## src/rtl/jtbubl_pkg.sv

```systemverilog
// Shared constants and types for the main/sound communication mailbox.
// Latency: n/a (declarations only).
// Backpressure: n/a (declarations only).
package jtbubl_pkg;

  // Sound-side register window addresses
  localparam logic [1:0] COMM_DATA   = 2'd0;
  localparam logic [1:0] COMM_NMION  = 2'd1;
  localparam logic [1:0] COMM_NMIOFF = 2'd2;

  // Bit positions inside main_st
  localparam int ST_SND  = 0;
  localparam int ST_MAIN = 1;
  localparam int ST_OVR  = 2;

  // NMI pulse generator states
  typedef enum logic {
    NMI_IDLE  = 1'b0,
    NMI_PULSE = 1'b1
  } nmi_st_t;

endpackage

```

## src/rtl/jtbubl_comm_if.sv

```systemverilog
// Bundle of main-CPU and sound-CPU mailbox signals.
// Latency: n/a (wiring only).
// Backpressure: none; flags in main_st/snd_dout tell each side when data is waiting.
interface jtbubl_comm_if;
  logic       main_wr;
  logic       main_rd;
  logic [7:0] main_din;
  logic [7:0] main_dout;
  logic [2:0] main_st;
  logic       snd_cs;
  logic       snd_rnw;
  logic [1:0] snd_addr;
  logic [7:0] snd_din;
  logic [7:0] snd_dout;
  logic       snd_nmi_n;

  // CPU side: drives strobes and data, observes latches, flags and NMI
  modport master (
    output main_wr, main_rd, main_din, snd_cs, snd_rnw, snd_addr, snd_din,
    input  main_dout, main_st, snd_dout, snd_nmi_n
  );

  // Mailbox side
  modport slave (
    input  main_wr, main_rd, main_din, snd_cs, snd_rnw, snd_addr, snd_din,
    output main_dout, main_st, snd_dout, snd_nmi_n
  );
endinterface

```

## src/rtl/jtbubl_comm_nmi.sv

```systemverilog
// Sound NMI generator: pending flag plus fixed-length active-low pulse.
// Latency: pulse starts on the first snd_cen tick with pending & enabled; lasts NMI_LEN ticks.
// Backpressure: requests arriving mid-pulse stay pending and produce one further pulse.
module jtbubl_comm_nmi
  import jtbubl_pkg::*;
#(
  parameter int NMI_LEN = 8
) (
  input  logic clk,
  input  logic rstn,
  input  logic cen,
  input  logic set_pend,
  input  logic nmi_en,
  output logic nmi_n
);

  localparam logic [7:0] CNT_LOAD = 8'(NMI_LEN - 1);

  nmi_st_t    state_q, state_d;
  logic [7:0] cnt_q, cnt_d;
  logic       pend_q, pend_d;
  logic       nmi_n_q, nmi_n_d;
  logic       take;

  // Next state: launch a pulse from IDLE, count it down in PULSE
  always_comb begin
    state_d = state_q;
    cnt_d   = cnt_q;
    nmi_n_d = nmi_n_q;
    take    = 1'b0;
    case (state_q)
      NMI_IDLE: begin
        if (cen && pend_q && nmi_en) begin
          state_d = NMI_PULSE;
          nmi_n_d = 1'b0;
          cnt_d   = CNT_LOAD;
          take    = 1'b1;
        end
      end
      NMI_PULSE: begin
        // nmi_en is deliberately ignored here so a running pulse always completes
        if (cen) begin
          if (cnt_q == 8'd0) begin
            state_d = NMI_IDLE;
            nmi_n_d = 1'b1;
          end else begin
            cnt_d = cnt_q - 8'd1;
          end
        end
      end
      default: begin
        state_d = NMI_IDLE;
        nmi_n_d = 1'b1;
      end
    endcase
    // A new command in the same cycle as a launch must not be lost
    if (set_pend)  pend_d = 1'b1;
    else if (take) pend_d = 1'b0;
    else           pend_d = pend_q;
  end

  // State register; reset releases the NMI line immediately
  always_ff @(posedge clk or negedge rstn) begin
    if (!rstn) begin
      state_q <= NMI_IDLE;
      cnt_q   <= 8'd0;
      pend_q  <= 1'b0;
      nmi_n_q <= 1'b1;
    end else begin
      state_q <= state_d;
      cnt_q   <= cnt_d;
      pend_q  <= pend_d;
      nmi_n_q <= nmi_n_d;
    end
  end

  assign nmi_n = nmi_n_q;

endmodule

```

## src/rtl/jtbubl_comm.sv

```systemverilog
// Main<->sound mailbox: one byte latch and full flag per direction, overrun flag, NMI enable.
// Latency: latches/flags update one clk after the strobe edge; snd_dout is combinational.
// Backpressure: none; a second main write before the sound read overwrites and sets overrun.
module jtbubl_comm
  import jtbubl_pkg::*;
#(
  parameter int NMI_LEN = 8
) (
  input  logic          clk,
  input  logic          rstn,
  input  logic          snd_cen,
  jtbubl_comm_if.slave  bus
);

  logic       main_wr_q, main_wr_d;
  logic       main_rd_q, main_rd_d;
  logic       snd_done_q, snd_done_d;
  logic [7:0] snd_latch_q, snd_latch_d;
  logic [7:0] main_latch_q, main_latch_d;
  logic       snd_flag_q, snd_flag_d;
  logic       main_flag_q, main_flag_d;
  logic       overrun_q, overrun_d;
  logic       nmi_en_q, nmi_en_d;

  logic       wr_edge, rd_edge;
  logic       snd_acc, snd_rd0, snd_wr;
  logic [7:0] snd_dout_c;

  assign wr_edge = bus.main_wr & ~main_wr_q;
  assign rd_edge = bus.main_rd & ~main_rd_q;
  // One effective sound access per snd_cs assertion
  assign snd_acc = bus.snd_cs & snd_cen & ~snd_done_q;
  assign snd_rd0 = snd_acc & bus.snd_rnw & (bus.snd_addr == COMM_DATA);
  assign snd_wr  = snd_acc & ~bus.snd_rnw;

  // Latch and flag updates; main writes and sound writes win over same-cycle reads
  always_comb begin
    main_wr_d    = bus.main_wr;
    main_rd_d    = bus.main_rd;
    snd_done_d   = bus.snd_cs & (snd_done_q | snd_cen);
    snd_latch_d  = snd_latch_q;
    main_latch_d = main_latch_q;
    snd_flag_d   = snd_flag_q;
    main_flag_d  = main_flag_q;
    overrun_d    = overrun_q;
    nmi_en_d     = nmi_en_q;

    if (snd_rd0) snd_flag_d = 1'b0;
    if (rd_edge) begin
      main_flag_d = 1'b0;
      overrun_d   = 1'b0;
    end
    if (wr_edge) begin
      snd_latch_d = bus.main_din;
      snd_flag_d  = 1'b1;
      if (snd_flag_q) overrun_d = 1'b1;
    end
    if (snd_wr) begin
      case (bus.snd_addr)
        COMM_DATA: begin
          main_latch_d = bus.snd_din;
          main_flag_d  = 1'b1;
        end
        COMM_NMION:  nmi_en_d = 1'b1;
        COMM_NMIOFF: nmi_en_d = 1'b0;
        default:     nmi_en_d = nmi_en_q;
      endcase
    end
  end

  // Register bank
  always_ff @(posedge clk or negedge rstn) begin
    if (!rstn) begin
      main_wr_q    <= 1'b0;
      main_rd_q    <= 1'b0;
      snd_done_q   <= 1'b0;
      snd_latch_q  <= 8'h00;
      main_latch_q <= 8'h00;
      snd_flag_q   <= 1'b0;
      main_flag_q  <= 1'b0;
      overrun_q    <= 1'b0;
      nmi_en_q     <= 1'b0;
    end else begin
      main_wr_q    <= main_wr_d;
      main_rd_q    <= main_rd_d;
      snd_done_q   <= snd_done_d;
      snd_latch_q  <= snd_latch_d;
      main_latch_q <= main_latch_d;
      snd_flag_q   <= snd_flag_d;
      main_flag_q  <= main_flag_d;
      overrun_q    <= overrun_d;
      nmi_en_q     <= nmi_en_d;
    end
  end

  // Sound read mux, no read latency
  always_comb begin
    snd_dout_c = 8'hFF;
    case (bus.snd_addr)
      COMM_DATA:  snd_dout_c = snd_latch_q;
      COMM_NMION: snd_dout_c = {6'b0, main_flag_q, snd_flag_q};
      default:    snd_dout_c = 8'hFF;
    endcase
  end

  assign bus.snd_dout  = snd_dout_c;
  assign bus.main_dout = main_latch_q;
  always_comb begin
    bus.main_st          = 3'b000;
    bus.main_st[ST_SND]  = snd_flag_q;
    bus.main_st[ST_MAIN] = main_flag_q;
    bus.main_st[ST_OVR]  = overrun_q;
  end

  jtbubl_comm_nmi #(
    .NMI_LEN (NMI_LEN)
  ) u_nmi (
    .clk      (clk),
    .rstn     (rstn),
    .cen      (snd_cen),
    .set_pend (wr_edge),
    .nmi_en   (nmi_en_q),
    .nmi_n    (bus.snd_nmi_n)
  );

endmodule
```

## src/flat_wrapper.sv

```systemverilog
// flat-port wrapper written by rule: the top's interface ports become plain ports
module jtbubl_comm_flat import jtbubl_pkg::*;
#(
  parameter int NMI_LEN = 8
)
  (clk, rstn, snd_cen, bus_main_wr, bus_main_rd, bus_main_din, bus_snd_cs, bus_snd_rnw, bus_snd_addr, bus_snd_din, bus_main_dout, bus_main_st, bus_snd_dout, bus_snd_nmi_n);
  jtbubl_comm_if bus_i ();
  input  logic clk;
  input  logic rstn;
  input  logic snd_cen;
  input wire logic [$bits(bus_i.main_wr)-1:0] bus_main_wr;
  input wire logic [$bits(bus_i.main_rd)-1:0] bus_main_rd;
  input wire logic [$bits(bus_i.main_din)-1:0] bus_main_din;
  input wire logic [$bits(bus_i.snd_cs)-1:0] bus_snd_cs;
  input wire logic [$bits(bus_i.snd_rnw)-1:0] bus_snd_rnw;
  input wire logic [$bits(bus_i.snd_addr)-1:0] bus_snd_addr;
  input wire logic [$bits(bus_i.snd_din)-1:0] bus_snd_din;
  output wire logic [$bits(bus_i.main_dout)-1:0] bus_main_dout;
  output wire logic [$bits(bus_i.main_st)-1:0] bus_main_st;
  output wire logic [$bits(bus_i.snd_dout)-1:0] bus_snd_dout;
  output wire logic [$bits(bus_i.snd_nmi_n)-1:0] bus_snd_nmi_n;
  assign bus_i.main_wr = bus_main_wr;
  assign bus_i.main_rd = bus_main_rd;
  assign bus_i.main_din = bus_main_din;
  assign bus_i.snd_cs = bus_snd_cs;
  assign bus_i.snd_rnw = bus_snd_rnw;
  assign bus_i.snd_addr = bus_snd_addr;
  assign bus_i.snd_din = bus_snd_din;
  assign bus_main_dout = bus_i.main_dout;
  assign bus_main_st = bus_i.main_st;
  assign bus_snd_dout = bus_i.snd_dout;
  assign bus_snd_nmi_n = bus_i.snd_nmi_n;
  jtbubl_comm #(.NMI_LEN(NMI_LEN)) u_core (.clk(clk), .rstn(rstn), .snd_cen(snd_cen), .bus(bus_i));
endmodule
```

## config.mk

```make
export PLATFORM = sky130hd
export DESIGN_NAME = jtbubl_comm_flat
export DESIGN_NICKNAME = d
export VERILOG_FILES = /design/src/rtl/jtbubl_pkg.sv /design/src/rtl/jtbubl_comm_if.sv /design/src/rtl/jtbubl_comm_nmi.sv /design/src/rtl/jtbubl_comm.sv /design/src/flat_wrapper.sv
export SDC_FILE = /design/constraint.sdc
export NUM_CORES = 1
export LEC_CHECK = 0
export ABC_AREA = 1
export CORE_ASPECT_RATIO = 0.75
export CORE_MARGIN = 4
export CORE_UTILIZATION = 52
export CTS_CLUSTER_DIAMETER = 120
export DETAILED_ROUTE_END_ITERATION = 10
export HOLD_SLACK_MARGIN = 0.1
export PLACE_DENSITY = 0.92
export SYNTH_ARGS = -nofsm -noshare
export SYNTH_HDL_FRONTEND = slang
export SYNTH_SLANG_ARGS = --single-unit
```

## constraint.sdc

```tcl
create_clock -name clk -period 4.5 [get_ports clk]
set_input_delay 0.9 -clock clk [delete_from_list [all_inputs] [get_ports clk]]
set_output_delay 0.9 -clock clk [all_outputs]
set_load 0.02 [all_outputs]
```

==> flow_summary.yaml, run 1 <==
# physical design summary
synthesis:
  synthCells: 202
  syn_area_um2: 1700
  synth_flops: 34
  synth.area.mux_share: 0.0330
  ys_types: 26
  ys.flop_type: "dfrtp_1"
  ys_top_logic_family: "simple AND/OR/NAND/NOR gates"
  floorplan.nets: 232
  xor_share: 0.00514
  ys_sh_adder: 0.0367
  ys_cells: 202
  postSynth.asyncResetShare: 1.00
  yosysMostFrequentCell: "nand2_1"
  synth.avg_cell_area_um2: 8.44
  yosys_warnings: 0
  aoi_share: 0.0712
  edf_count: 0
  ys_area_um2: 1700
  top_area_frac: 0.485
  top_cells_by_count: "69 x nand2_1, 33 x dfrtp_1, 19 x nand3_1"
  synthTopCellsByArea: "dfrtp_1 48%, nand2_1 15%, nand3_1 5.6%"
  yosysTopAreaCell: "dfrtp_1"
  synth_seq_share: 0.500
  simple_gate_area_frac: 0.297
flow_run:
  log.warning_count: 29
  maxCapViolCount: 0
floorplanning:
  dieArea_um2: 4270
  die_y_um: 57.6
  initial_core_util: 0.560
  pin_count: 45
  core-area_um2: 3040
  nWellTaps: 38
  fp-row-count: 17
  fp.dieW_um: 74.1
detailed_routing:
  ant_nets: 0
  drtIter0Drc: 109
  top_layer_used: "met4"
  firstDrtPassIters: 4
  wl_per_cell_um: 13.4
  met3_length_um: 193
  viasPerCell: 5.13
  vias: 1466
  drcViolationCount: 0
  met1_length_um: 1720
  dr_wl_met2_um: 1830
  totalWireLength_um: 3830
cells_and_area:
  nNonClkBuffers: 46
  syn_to_final_growth_pct: 33.3
  flops: 34
  logic_gate_count: 146
  inverters_excl_clock: 14
  nonClkBufAreaFrac: 0.200
  seq_area_um2: 852
  n_clock_buffer: 8
  largest_cell_class: "flip-flops and latches"
  seq_share: 0.375
  nFillCells: 227
  utilization: 0.747
  comb_area_um2: 754
  comb_area_frac: 0.332
  design_area_um2: 2270
  clock_area_frac: 0.0485
  mostFrequentLayoutCell: "nand2_1"
  final_cell_mix: "69 x nand2_1, 44 x clkdlybuf4s50_1, 33 x dfrtp_1"
  nNetsFinal: 277
  layout-drive-gt1-share: 0.117
  antennaDiodeCount: 0
  final_cells: 286
timing:
  max_freq_mhz: 270
  grt_setup_unrepaired: "no"
  slew_viol_final: 0
  fin_worst_skew_ns: 0.00598
  hold_viol: 0
  period_minus_slack_ns: 3.70
  worstMarginPinSlew_ns: 0.734
  relSlewSlack: 0.509
  finalWorstSetupSlack_ns: 0.795
  fin_tns_setup_ns: 0
  finalSetupViolations: 0
  fin_crit_sh: 0.823
  whs_ns: 0.472
critical_path:
  crit_fanout: 8
  worstSetupPathType: "input port to primary output"
  rr_endpoint: "u_core.bus.main_dout[4]$_DFFE_PN0P_"
  cp_top_family: "buffers and inverters"
  cp_num_cells: 6
  r2r_cells: 5
  path_cells: "clkdlybuf4s50_1, inv_1, ha_1, or2_2, o21ai_0, clkdlybuf4s50_1"
  endpoint: "bus_snd_dout[5]"
  rr_startpoint: "u_core.snd_done_q$_DFF_PN0_"
  arrival_ns: 2.80
  slowest_stage: "clkdlybuf4s50_1"
  cp-start-kind: "input port"
  crit_buf_inv: 3
  crit_required_ns: 3.60
  r2r_slack_ns: 2.67
  endpoint_kind: "primary output"
  cp-startpoint: "bus_snd_addr[0]"
  cp_common_cell: "clkdlybuf4s50_1"
  max_stage_delay_ns: 0.64
global_routing:
  grt_antenna_before_repair: 0
  overflow: 0
  met3_usage: 0.0475
  gr-usage-met1: 0.292
  grt_pass1_wl_um: 6560
  busiest_layer: "met2"
  use_met2: 0.293
  grt_pass1_vias: 1387
  track_usage: 0.206
  grt_max_degree: 35
clocking:
  clk_latency_ns: 0.28
  ctsHoldBuffers: 0
  cts_buffers: 5
  cts_resized: 0
  h-tree-depth: 2
  root_buffer: "clkbuf_8"
  clock_sinks: 34
  clk_path_buf_depth: 2
  post_cts_buffers: 0
  path_clk_slew_ns: 0.07
  cts_tree: "yes"
hold_path:
  hold_start: "u_core.snd_done_q$_DFF_PN0_"
  min_to: "u_core.snd_done_q$_DFF_PN0_"
  hold_path_depth: 1
  hp-class: "flip-flop to flip-flop"
power:
  peakVddDrop_mv: 0.300
  p_leak_nw: 1.11
  p_total_mw: 1.18
  powerDensity_nw_per_um2: 518
placed_design:
  place_area_um2: 2160
  portBuffers: 44
  place_ws_ns: 0.815
  gp_congestion: 0.908
  hpwl_um: 2920
  dp_cells: 278
outcome:
  outcome: "finished clean"
[run 1: cells by family after synthesis]
kind of cell             Yosys count
multiplexers                       5
adder cells (fa/ha/maj)            5
AND/OR/NAND/NOR                  116
XOR/XNOR                           1
flip-flops                        34
buffers and inverters             22
AND-OR/OR-AND                     19
[run 1: power breakdown]
| part | internal [mW] | total [mW] | switching [mW] |
|---|---|---|---|
| combinational | 0.195 | 0.466 | 0.271 |
| sequential | 0.385 | 0.452 | 0.0672 |
| clock | 0.154 | 0.259 | 0.105 |
| total | 0.734 | 1.18 | 0.443 |
[run 1: worst reg2reg max path: stages, from the launching register on]
cell	delay (ns)
dfrtp_1	0.37
nand3b_1	0.16
nor2_1	0.58
nand2_1	0.39
nand2_1	0.14
nand2_1	0.08
**Run 1: signal metal coverage by tile**

(4 px per um) 15 x 12 tiles, from white (low) to dark blue (high), scaled to the fullest tile. Values are wire area over tile area, all layers added.
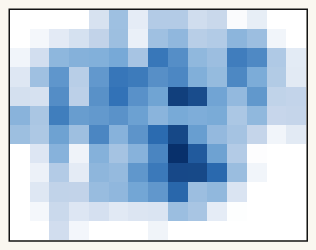
tiles over half the peak	25%
densest ninth of the die	center
nearly empty tiles	20%
fullest tile	0.45
emptiest ninth of the die	south-east

**Run 1: gate families picked out**

(8 px per um)
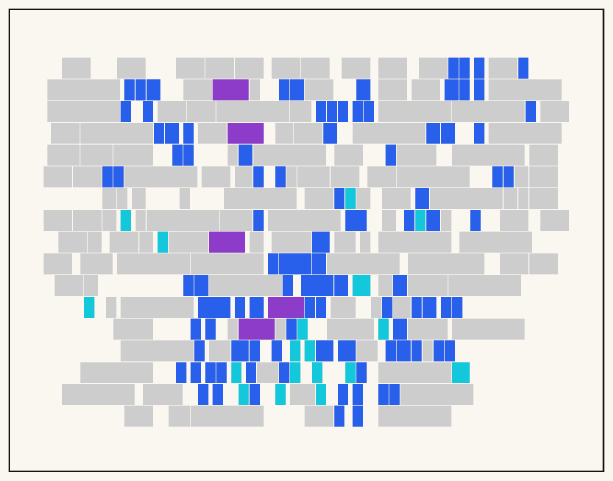
family	color	cells	most used
NOR gates	cyan	18	nor2_1
NAND gates	blue	96	nand2_1
adder and majority cells	purple	5	ha_1

**Run 1: a small window of the routed layout**

Region (22, 2) to (52, 32) um. Cells in gray, sequential cells in the stronger gray; small squares are vias.
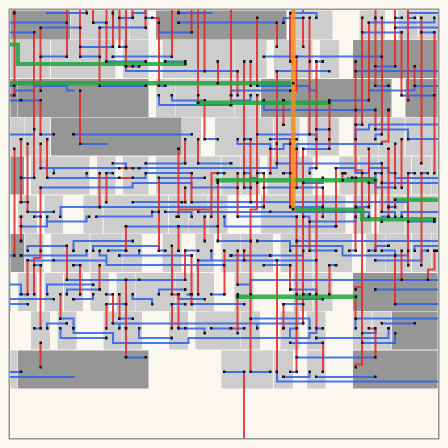
layer	color
met4	orange
met3	green
met2	red
met1	blue
most frequent	nand2_1 (33), nor2_1 (12), dfrtp_1 (8)
netlist names of flops here include	`u_core.u_nmi.cnt_q` (4)
sequential cells in the window	8
cells with their middle in the window	91

==> run 2: changes to the inputs <==
CORE_UTILIZATION = 43   (was 52)
PLACE_DENSITY = 0.82   (was 0.92)
clock period = 3.1 ns   (was 4.5 ns; I/O delays follow)
**Run 2: clock network drawn from the DEF**

(4 px per um)
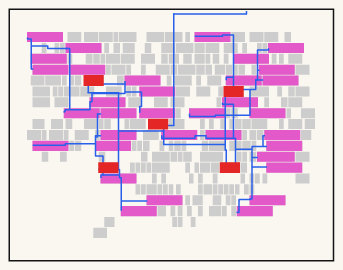
[clock wires] blue | length: 421 um
[flip-flops] magenta | count: 34
[cells driving clock nets] red | count: 5
routed clock nets	6

==> run 2 against run 1 <==
Clock skew hardly changed. Sequential share of layout area decreased by 0.37 points. Design area increased by 0.99%. Sequential cell count is the same. Combinational power up 44%. Synthesized cell count unchanged. Global-route usage fell by 3.2 points. Synthesized area stayed put. Critical path depth did not move. Wire length increased by 0.99%. Critical endpoint is now bus_snd_dout[6].
==> flow_summary.yaml, run 2 <==
# physical design summary
floorplanning:
  core-area_um2: 3730
  nWellTaps: 52
  die_y_um: 62.5
  initial_core_util: 0.457
  fp-row-count: 19
  fp.dieW_um: 80.7
  pin_count: 45
global_routing:
  track_usage: 0.173
  overflow: 0
  use_met2: 0.254
  busiest_layer: "met2"
  grt_pass1_wl_um: 6820
  grt_pass1_vias: 1451
critical_path:
  arrival_ns: 2.24
  r2r_slack_ns: 1.66
  max_stage_delay_ns: 0.49
  endpoint_kind: "primary output"
  cp-startpoint: "bus_snd_addr[0]"
  crit_fanout: 8
  cp-start-kind: "input port"
  crit_required_ns: 2.48
  crit_buf_inv: 3
  path_cells: "clkdlybuf4s50_1, inv_1, ha_1, or2_2, o21ai_0, dlygate4sd2_1"
  cp_top_family: "buffers and inverters"
  rr_startpoint: "u_core.snd_done_q$_DFF_PN0_"
  endpoint: "bus_snd_dout[6]"
  slowest_stage: "clkdlybuf4s50_1"
  rr_endpoint: "u_core.bus.main_dout[6]$_DFFE_PN0P_"
  worstSetupPathType: "input port to primary output"
  r2r_cells: 5
detailed_routing:
  ant_nets: 0
  vias: 1484
  viasPerCell: 4.91
  firstDrtPassIters: 4
  drcViolationCount: 0
  wl_per_cell_um: 12.8
  top_layer_used: "met4"
  drtIter0Drc: 91
  dr_wl_met2_um: 1770
  met1_length_um: 1820
cells_and_area:
  final_cells: 302
  mostFrequentLayoutCell: "nand2_1"
  comb_area_frac: 0.329
  layout-drive-gt1-share: 0.120
  nFillCells: 319
  flops: 34
  design_area_um2: 2290
  inverters_excl_clock: 14
  largest_cell_class: "flip-flops and latches"
  seq_area_um2: 852
  final_cell_mix: "69 x nand2_1, 36 x clkdlybuf4s50_1, 33 x dfrtp_1"
  comb_area_um2: 754
  syn_to_final_growth_pct: 34.7
  logic_gate_count: 146
  antennaDiodeCount: 0
  nNetsFinal: 279
  nNonClkBuffers: 48
  n_clock_buffer: 7
  nonClkBufAreaFrac: 0.209
  seq_share: 0.371
timing:
  fin_worst_skew_ns: 0.00592
  finalWorstSetupSlack_ns: 0.242
  relSlewSlack: 0.685
  finalSetupViolations: 0
  hold_viol: 0
  grt_setup_unrepaired: "no"
  fin_tns_setup_ns: 0
  fin_crit_sh: 0.922
  max_freq_mhz: 350
  period_minus_slack_ns: 2.86
  worstMarginPinSlew_ns: 0.472
  slew_viol_final: 0
  whs_ns: 0.483
power:
  comb-power_mw: 0.669
  p_leak_nw: 1.14
  switchingPower_mw: 0.635
  p_total_mw: 1.65
  cell_internal_pwr_mw: 1.02
  clkPwrFrac: 0.201
  pwr-share-seq: 0.394
  powerDensity_nw_per_um2: 720
  pg_seq_mw: 0.651
  p_comb_frac: 0.405
  peakVddDrop_mv: 0.364
  powerClk_mw: 0.332
clocking:
  cts_buffers: 5
  cts_tree: "yes"
  root_buffer: "clkbuf_8"
  h-tree-depth: 2
  path_clk_slew_ns: 0.06
  clock_sinks: 34
  clk_latency_ns: 0.28
  ctsHoldBuffers: 0
  clk_path_buf_depth: 2
placed_design:
  gp_congestion: 0.839
  portBuffers: 44
  hpwl_um: 3060
  place_area_um2: 2190
  dp_cells: 294
  place_ws_ns: -0.0389
synthesis:
  top_cells_by_count: "69 x nand2_1, 33 x dfrtp_1, 19 x nand3_1"
  top_area_frac: 0.485
  ys_types: 26
  yosysTopAreaCell: "dfrtp_1"
  ys.flop_type: "dfrtp_1"
  synth_flops: 34
  synth_seq_share: 0.500
  ys_area_um2: 1700
  yosysMostFrequentCell: "nand2_1"
  synthCells: 202
  postSynth.asyncResetShare: 1.00
  floorplan.nets: 232
  yosys_warnings: 0
  syn_area_um2: 1700
  ys_cells: 202
  synth.avg_cell_area_um2: 8.44
outcome:
  outcome: "finished clean"
flow_run:
  log.warning_count: 29
  maxCapViolCount: 0
hold_path:
  min_to: "u_core.u_nmi.pend_q$_DFFE_PN0P_"
  hold_start: "u_core.u_nmi.pend_q$_DFFE_PN0P_"
  hp-class: "flip-flop to flip-flop"
==> run 2: netlist changes by cell type in the layout (fill, tap and decap cells not counted), sizes merged <==
cell,before,now
dlymetal6s2s,0,5
clkbuf,8,7
buf,2,4
dlygate4sd2,0,3
clkinv,0,1
clkdlybuf4s50,44,36
==> run 2: cell families after synthesis <==
| family | share of synthesized area |
|---|---|
| muxes | 0.0330 |
| buffers and inverters | 0.0573 |
| xor gates and xnor gates | 0.00514 |
| and+or+nand+nor | 0.297 |
| AOI/OAI and AO/OA | 0.0712 |
| adders and majority gates | 0.0367 |
| DFF | 0.500 |
==> run 2: repair_timing <==
item / 4_1_cts / 5_1_grt
resized: 3 / 5
cloned: 0 / 0
buffers inserted: 0 / 0
setup endpoints to repair: 3 / 5
==> run 3: changes to the inputs <==
CTS_BUF_LIST = sky130_fd_sc_hd__clkbuf_4 sky130_fd_sc_hd__clkbuf_8 sky130_fd_sc_hd__clkbuf_16   (was not set)
SKIP_CTS_REPAIR_TIMING = 1   (was not set)
**Run 3: gate families picked out**

(8 px per um)
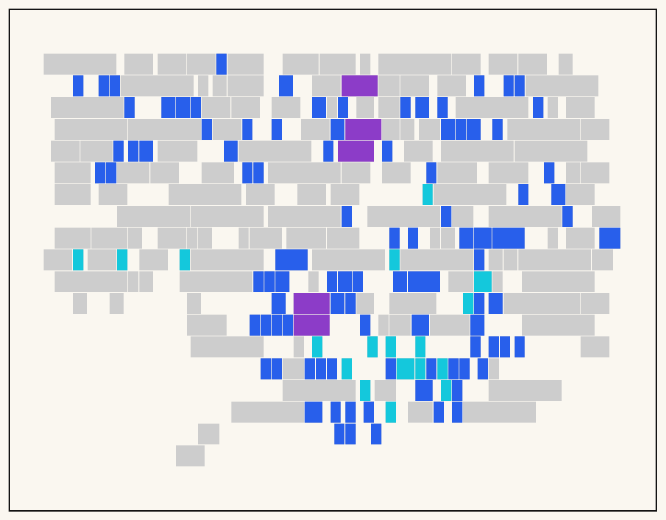
family	color	cells	most used
adder and majority cells	purple	5	ha_1
NOR gates	cyan	18	nor2_1
NAND gates	blue	96	nand2_1

==> run 3 against run 2 <==
Critical path depth unchanged. Combinational power about the same. Setup slack improved by 0.11 ns. Highest routed layer unchanged. Via count about the same. Cell count unchanged. Sequential power about the same. Die size unchanged. Global-route usage increased by 0.060 points. Critical path type unchanged. First-iteration DRC count decreased by 13%.
==> flow_summary.yaml, run 3 <==
# physical design summary
power:
  p_leak_nw: 1.16
  swShare: 0.383
  pwr-share-seq: 0.391
  power_top_consumer: "combinational logic"
  clkPwrFrac: 0.206
  p_comb_frac: 0.403
  comb-power_mw: 0.671
  pg_seq_mw: 0.651
  peakVddDrop_mv: 0.364
  p_total_mw: 1.66
  switchingPower_mw: 0.637
  powerClk_mw: 0.342
  powerDensity_nw_per_um2: 721
  cell_internal_pwr_mw: 1.03
detailed_routing:
  vias: 1485
  firstDrtPassIters: 4
  met3_length_um: 175
  top_layer_used: "met4"
  ant_nets: 0
  drcViolationCount: 0
  drtIter0Drc: 79
  met1_length_um: 1830
  viasPerCell: 4.92
  wl_per_cell_um: 12.9
  dr_wl_met2_um: 1790
  totalWireLength_um: 3890
placed_design:
  place_area_um2: 2190
  place_ws_ns: -0.0389
  dp_cells: 294
  hpwl_um: 3060
  portBuffers: 44
  gp_congestion: 0.839
cells_and_area:
  syn_to_final_growth_pct: 35.5
  layout-drive-gt1-share: 0.124
  design_area_um2: 2310
  nNetsFinal: 279
  antennaDiodeCount: 0
  final_cells: 302
  mostFrequentLayoutCell: "nand2_1"
  utilization: 0.619
  final_cell_mix: "69 x nand2_1, 36 x clkdlybuf4s50_1, 33 x dfrtp_1"
synthesis:
  ys_cells: 202
  top_area_frac: 0.485
  synth_flops: 34
  synth.avg_cell_area_um2: 8.44
  ys_types: 26
  yosysMostFrequentCell: "nand2_1"
  edf_count: 0
  synthCells: 202
  floorplan.nets: 232
  top_cells_by_count: "69 x nand2_1, 33 x dfrtp_1, 19 x nand3_1"
  synth_seq_share: 0.500
  postSynth.asyncResetShare: 1.00
  yosysTopAreaCell: "dfrtp_1"
  syn_area_um2: 1700
  ys.flop_type: "dfrtp_1"
  yosys_warnings: 0
  synthTopCellsByArea: "dfrtp_1 48%, nand2_1 15%, nand3_1 5.6%"
  ys_area_um2: 1700
timing:
  fin_crit_sh: 0.888
  max_freq_mhz: 363
  finalWorstSetupSlack_ns: 0.348
  fin_tns_setup_ns: 0
  hold_viol: 0
  whs_ns: 0.485
  grt_setup_unrepaired: "no"
  finalSetupViolations: 0
  fin_worst_skew_ns: 0.00502
  period_minus_slack_ns: 2.75
  slew_viol_final: 0
  worstMarginPinSlew_ns: 0.470
  relSlewSlack: 0.686
critical_path:
  max_stage_delay_ns: 0.49
  cp-startpoint: "bus_snd_addr[0]"
  crit_buf_inv: 3
  r2r_slack_ns: 1.66
  r2r_cells: 5
  rr_startpoint: "u_core.snd_done_q$_DFF_PN0_"
  endpoint_kind: "primary output"
  path_cells: "clkdlybuf4s50_1, inv_1, ha_1, or2_2, o21ai_0, dlymetal6s2s_1"
  cp_num_cells: 6
  crit_required_ns: 2.48
  slowest_stage: "clkdlybuf4s50_1"
  cp_top_family: "buffers and inverters"
  arrival_ns: 2.13
  rr_endpoint: "u_core.bus.main_dout[6]$_DFFE_PN0P_"
  worstSetupPathType: "input port to primary output"
  endpoint: "bus_snd_dout[6]"
  crit_fanout: 8
  cp-start-kind: "input port"
floorplanning:
  die_y_um: 62.5
  dieArea_um2: 5040
  core-area_um2: 3730
  fp-row-count: 19
  fp.dieW_um: 80.7
  initial_core_util: 0.457
  pin_count: 45
hold_path:
  hp-class: "flip-flop to flip-flop"
  hold_path_depth: 2
  min_to: "u_core.u_nmi.pend_q$_DFFE_PN0P_"
  hold_start: "u_core.u_nmi.pend_q$_DFFE_PN0P_"
clocking:
  clk_latency_ns: 0.28
  cts_buffers: 5
  cts_tree: "yes"
  path_clk_slew_ns: 0.07
  clk_path_buf_depth: 2
  root_buffer: "clkbuf_8"
  h-tree-depth: 2
  clock_sinks: 34
global_routing:
  grt_pass1_vias: 1465
  grt_antenna_before_repair: 0
  busiest_layer: "met2"
  track_usage: 0.174
  use_met2: 0.257
  grt_pass1_wl_um: 6840
  gr-usage-met1: 0.238
  overflow: 0
  met3_usage: 0.0418
  grt_max_degree: 35
flow_run:
  log.warning_count: 29
  maxCapViolCount: 0
outcome:
  outcome: "finished clean"
-- run 3: cell counts after synthesis --
No cell type changed its count.
-- run 3: area by class of cell --
class / count / area (um2)
clock buffer: 7 / 90.1
timing repair buffer: 48 / 490
fill: 314 / 1420
inverter: 14 / 52.6
clock inverter: 1 / 5.00
sequential: 34 / 852
multi-input combinational: 146 / 754
tap: 52 / 65.1
-- run 3: kinds of logic after synthesis --
group / after synthesis / share of synthesized area
AOI/OAI and AO/OA: 19 / 0.0712
xor gates and xnor gates: 1 / 0.00514
adders and majority gates: 5 / 0.0367
buffers and inverters: 22 / 0.0573
DFF: 34 / 0.500
muxes: 5 / 0.0330
and+or+nand+nor: 116 / 0.297
-- run 3: worst register-to-register path, delay by kind of cell, from the launching register on --
family	cells	cell delay (ns)
DFF	1	0.37
and+or+nand+nor	5	0.96

==> layout pictures side by side <==
Congestion heat map.
panel A
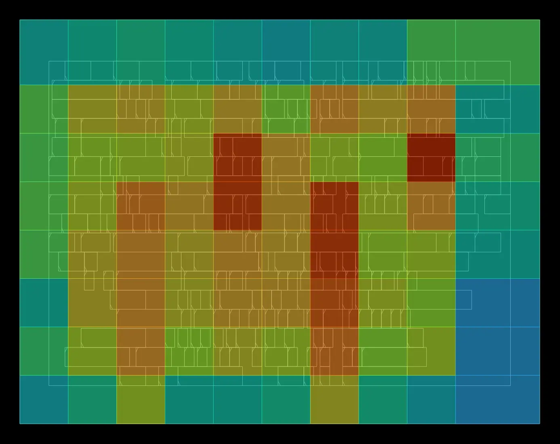
panel B
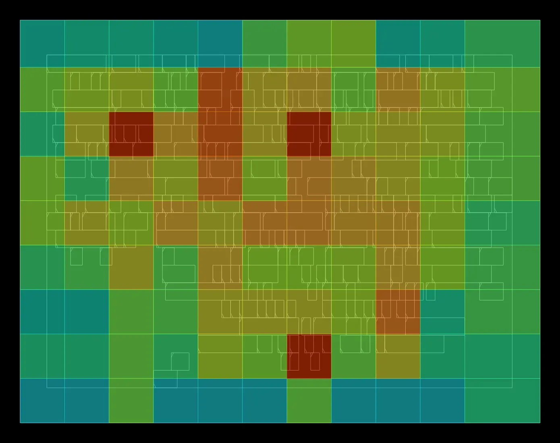
panel A: run 1
panel B: run 2
Of these, highest utilization: panel A

Power is estimated from default activity; no workload was simulated.
